==> run_1/flops_by_reg.png <==
The bar under the picture is 20 µm long.
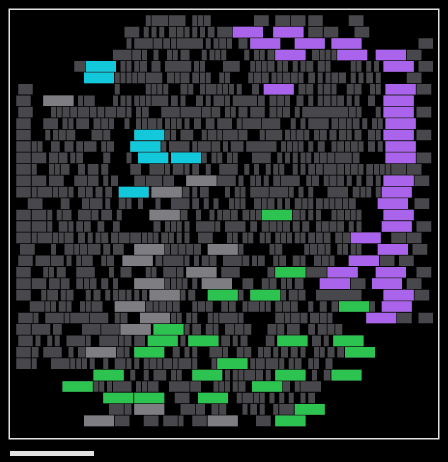
==> run_1/congestion.png <==
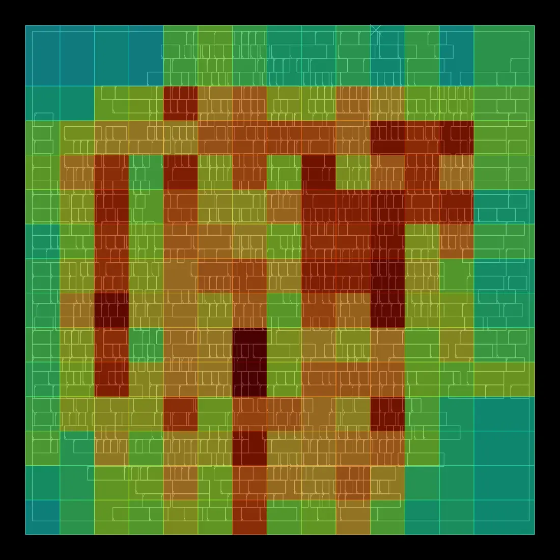
==> run_1/cell_density.png <==
The die is cut into 10 by 10 equal tiles; black is low, pale yellow is high, 0 to 100% covered.
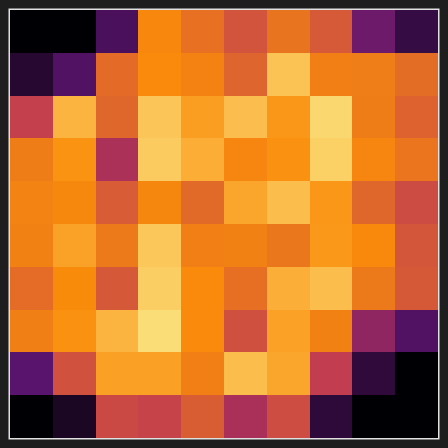
==> config.mk <==
export PLATFORM = sky130hd
export DESIGN_NAME = score_scroll_view
export DESIGN_NICKNAME = d
export VERILOG_FILES = /design/src/rtl/score_scroll_view_pkg.sv /design/src/rtl/score_scroll_view_step_timer.sv /design/src/rtl/score_scroll_view.sv
export SDC_FILE = /design/constraint.sdc
export NUM_CORES = 1
export LEC_CHECK = 0
export ABC_AREA = 1
export CAP_MARGIN = 20
export CORE_UTILIZATION = 55
export CTS_CLUSTER_DIAMETER = 30
export CTS_CLUSTER_SIZE = 40
export DETAILED_ROUTE_END_ITERATION = 12
export GPL_TIMING_DRIVEN = 0
export MAX_ROUTING_LAYER = met4
export PLACE_DENSITY = 0.87
export REMOVE_ABC_BUFFERS = 1
export SYNTH_ARGS = -nofsm -noshare
export SYNTH_HDL_FRONTEND = slang
export SYNTH_SLANG_ARGS = --single-unit
==> constraint.sdc <==
create_clock -name clk -period 7.6 [get_ports clk]
set_input_delay 2.28 -clock clk [delete_from_list [all_inputs] [get_ports clk]]
set_output_delay 2.28 -clock clk [all_outputs]
set_load 0.02 [all_outputs]
==> flow_metrics.tcl, run 1 <==
# metrics dict for downstream scripts
set metrics [dict create \
    startpoint_type "input pin" \
    drc 1 \
    slew_headroom 0.549 \
    ff_type "dfxtp_1" \
    rrSetupSlack_ns 3.31 \
    setup_slack_ns 2.81 \
    dpl-instance-area_mm2 0.00632 \
    cp_max_fo 21 \
    violations "DRC" \
    p_seq_frac 0.467 \
    hp-class "register to register" \
    fp-row-count 36 \
    slowest_delay_ns 0.53 \
    yosysTopAreaCell "dfxtp_1" \
    hpwlAfterDp_mm 10.0 \
    vdd_ir_drop_max_mv 0.112 \
    p_leak_uw 0.00298 \
    wl_met2_mm 6.22 \
    cts_buffers 9 \
    max-cap-violations 0 \
    async_flop_share 0 \
    p_int_uw 663 \
    crit_arrival_ns 5.08 \
    critical_path_required_ns 7.90 \
    crit_slowest_cell "nor4_1" \
    yosys_area_mm2 0.00548 \
    place_inst 1041 \
    die.size.y_um 102 \
    diodes 0 \
    num-fill-cells 863 \
    gp_congestion 0.959 \
    synth_area_per_cell_um2 6.45 \
    grt_max_degree 22 \
    cts_tree "yes" \
    status "finished, violations left" \
    largest_register_ff_count 32 \
    crit_path_frequent_cell "inv_1" \
    fmax_mhz 209 \
    post_drt_wl_per_cell_um 12.5 \
    openroad.warnings 34 \
]
Notes on flops_by_reg.png above:
| name in the netlist | color | sequential cells |
|---|---|---|
| disp_code | purple | 32 |
| u_step_timer.r_cnt | green | 24 |
| r_score | cyan | 7 |
Final Util: 0.674
seq pwr: 426 µW
Seq/total area: 0.247

Notes on congestion.png above:
met3 usage: 0.0369
GRT busiest layer: met2
met1 Use GR: 0.352
gr usage total: 0.277
GRT met2 Usage: 0.444

Notes on cell_density.png above:
emptiest ninth of the die: south-east
mean over tiles: 62%
fullest tile: 93%
core footprint: 0.00973 mm²
Core Util at FP: 0.563

run 1: critical path, delay by kind of cell:
kind	cells	cell delay (ns)
buffers and inverters	4	1.37
and+or+nand+nor	3	1.09
AOI/OAI and AO/OA	2	0.35
run 1: per-stage QoR:
stage / power, µW / hold slack (ns) / utilization
global placement: 550 / 0.420 / 0.648
CTS: 913 / 0.431 / 0.673
finish: 912 / 0.438 / 0.674
floorplan: 510 / 0.394 / -
global route: 947 / 0.470 / 0.674
detailed placement: 553 / 0.429 / 0.649
run 1: cells by family (layout without fill, tap and decap cells):
| group | after synthesis | in the layout | share of synthesized area |
|---|---|---|---|
| buffers and inverters | 185 | 261 | 0.132 |
| DFF | 81 | 81 | 0.296 |
| xor gates and xnor gates | 5 | 5 | 0.00799 |
| AOI/OAI and AO/OA | 188 | 188 | 0.195 |
| and+or+nand+nor | 364 | 364 | 0.309 |
| adders and majority gates | 26 | 26 | 0.0594 |
run 1: power by group through the flow:
stage	logic, µW	clock network [µW]	registers (µW)
floorplan	74.3	0	436
global placement	114	0	436
detailed placement	117	0	436
CTS	117	370	426
global route	133	388	426
finish	120	366	426
run 1: layout make-up:
cell class	count	area, µm²	area share
multi-input cells	583	3140	0.479
well taps	133	166	0.0254
inverters	168	631	0.0962
clock buffers	9	124	0.0189
repair buffers	77	769	0.117
clock inverters	7	106	0.0162
flip-flops and latches	81	1620	0.247
run 1: placed cells by master (no fill, tap or decap), drive strengths merged, types with 10 or more instances in the layout:
| cell | instances |
|---|---|
| nand3 | 66 |
| nor4 | 10 |
| nor3 | 13 |
| nor2 | 71 |
| o22ai | 13 |
| nand2 | 181 |
| clkdlybuf4s50 | 75 |
| a211oi | 19 |
| a21oi | 60 |
| ha | 26 |
| dfxtp | 81 |
| nand4 | 13 |
| o21ai | 80 |
| inv | 170 |
==> inputs of run 2 (changes only) <==
--- a/config.mk
+++ b/config.mk
@@ -7,13 +7,13 @@
 export LEC_CHECK = 0
 export ABC_AREA = 1
 export CAP_MARGIN = 20
-export CORE_UTILIZATION = 55
+export CORE_UTILIZATION = 50
 export CTS_CLUSTER_DIAMETER = 30
 export CTS_CLUSTER_SIZE = 40
 export DETAILED_ROUTE_END_ITERATION = 12
 export GPL_TIMING_DRIVEN = 0
 export MAX_ROUTING_LAYER = met4
-export PLACE_DENSITY = 0.87
+export PLACE_DENSITY = 0.84
 export REMOVE_ABC_BUFFERS = 1
 export SYNTH_ARGS = -nofsm -noshare
 export SYNTH_HDL_FRONTEND = slang
==> constraint.sdc (replaced) <==
create_clock -name clk -period 4.1 [get_ports clk]
set_input_delay 1.23 -clock clk [delete_from_list [all_inputs] [get_ports clk]]
set_output_delay 1.23 -clock clk [all_outputs]
set_load 0.02 [all_outputs]
==> run_2/flops_by_reg.png <==
The bar under the picture is 20 µm long.
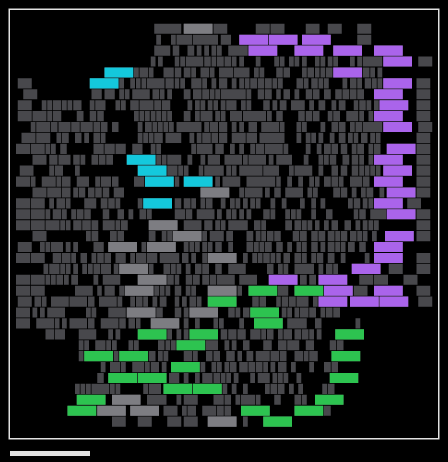
| name in the netlist | color | sequential cells |
|---|---|---|
| disp_code | purple | 32 |
| r_score | cyan | 7 |
| u_step_timer.r_cnt | green | 24 |
not colored: 18
Seq/total area: 0.247
Final Util: 0.628
seq pwr: 790 µW
Sequential Area: 0.00162 mm²

==> run 2 against run 1 <==
  * The flow now finishes without violations
  * Sequential power grew 85%
  * Via count is 0.65% lower
  * Utilization is 4.6 points lower
  * Largest power group unchanged
==> flow_metrics.tcl, run 2 <==
# metrics dict for downstream scripts
set metrics [dict create \
    cts_tree "yes" \
    hp-class "register to register" \
    slowest_delay_ns 0.52 \
    layout_top_cells "nand2_1 (170), inv_1 (164), dfxtp_1 (81)" \
    setup_slack_ns 0.385 \
    synth_area_per_cell_um2 6.45 \
    vdd_ir_drop_max_mv 0.159 \
    cts_buffers 9 \
    largest_register_ff_count 32 \
    crit_slowest_cell "nor4_1" \
    yosys_area_mm2 0.00548 \
    layout_top_cell "nand2_1" \
    floorplan.core_util 0.524 \
    status "finished clean" \
    core_mm2 0.0105 \
    yosysTopAreaCell "dfxtp_1" \
    fp-row-count 37 \
    num-fill-cells 983 \
    p_seq_frac 0.504 \
    hpwlAfterDp_mm 9.82 \
    p_leak_uw 0.00298 \
    openroad.warnings 34 \
    place_inst 1044 \
    crit_arrival_ns 4.01 \
    rrSetupSlack_ns 0.39 \
    max-cap-violations 0 \
    ff_type "dfxtp_1" \
    p_int_uw 1110 \
]
==> run_2/wires.png <==
The bar under the picture is 20 µm long. Two of the layers only.
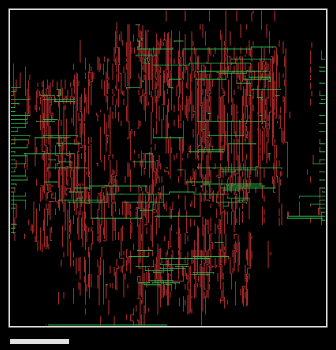
| layer | color | wire length |
|---|---|---|
| metal 3 | green | 1,020 µm |
| metal 2 | red | 5,910 µm |
via count: 5,650
DR WL/cell: 12.4 µm
Detailed Route WL: 13.2 mm
gr usage total: 0.245

[run 2: layout make-up]
cell class | count | area share
multi-input combinational | 583 | 0.484
sequential | 81 | 0.247
timing repair buffer | 79 | 0.119
inverter | 168 | 0.0960
tap | 136 | 0.0259
clock buffer | 9 | 0.0189
clock inverter | 7 | 0.00914
[run 2: kinds of logic after synthesis]
logic type | synth area share
AOI/OAI and AO/OA | 0.195
xor gates and xnor gates | 0.00799
adders and majority gates | 0.0594
buffers and inverters | 0.132
DFF | 0.296
and+or+nand+nor | 0.309
[run 2: worst max-delay path: cells and delay by family]
kind / cells / cell delay (ns)
compound gates: 2 / 0.34
simple gates: 3 / 1.09
buf+inv: 4 / 1.34
[run 2: routing by layer]
metal	global-route usage	up-vias	wire, µm
met2	0.393	237	5910
met5	-	-	0
met4	0.107	0	331
li1	-	2921	-
met3	0.0383	30	1020
met1	0.305	2462	5970
[run 2: what timing repair did]
item,4_1_cts,5_1_grt
gates resized,2,6
pin swaps,0,2
setup buffers,0,3
hold buffers,0,0
setup endpoints to repair,8,32
hold endpoints to repair,0,0
[run 2: metrics by stage]
step	TNS [ns]	cell area [µm²]	hold slack, ns
6_report	0	6570	0.430
5_1_grt	-0.00577	6570	0.438
4_1_cts	0	6520	0.430
3_5_place_dp	-0.302	6320	0.420
3_3_place_gp	-35.93	6310	0.419
2_1_floorplan	0	5390	0.394
[run 2: power groups by stage]
stage / Combinational, µW / Sequential (µW) / Clock [µW]
5_1_grt: 256 / 790 / 592
3_5_place_dp: 217 / 808 / 0
4_1_cts: 220 / 790 / 557
2_1_floorplan: 138 / 808 / 0
3_3_place_gp: 214 / 808 / 0
6_report: 233 / 790 / 545
No activity file was given, so power comes from the tool's default toggle rates.
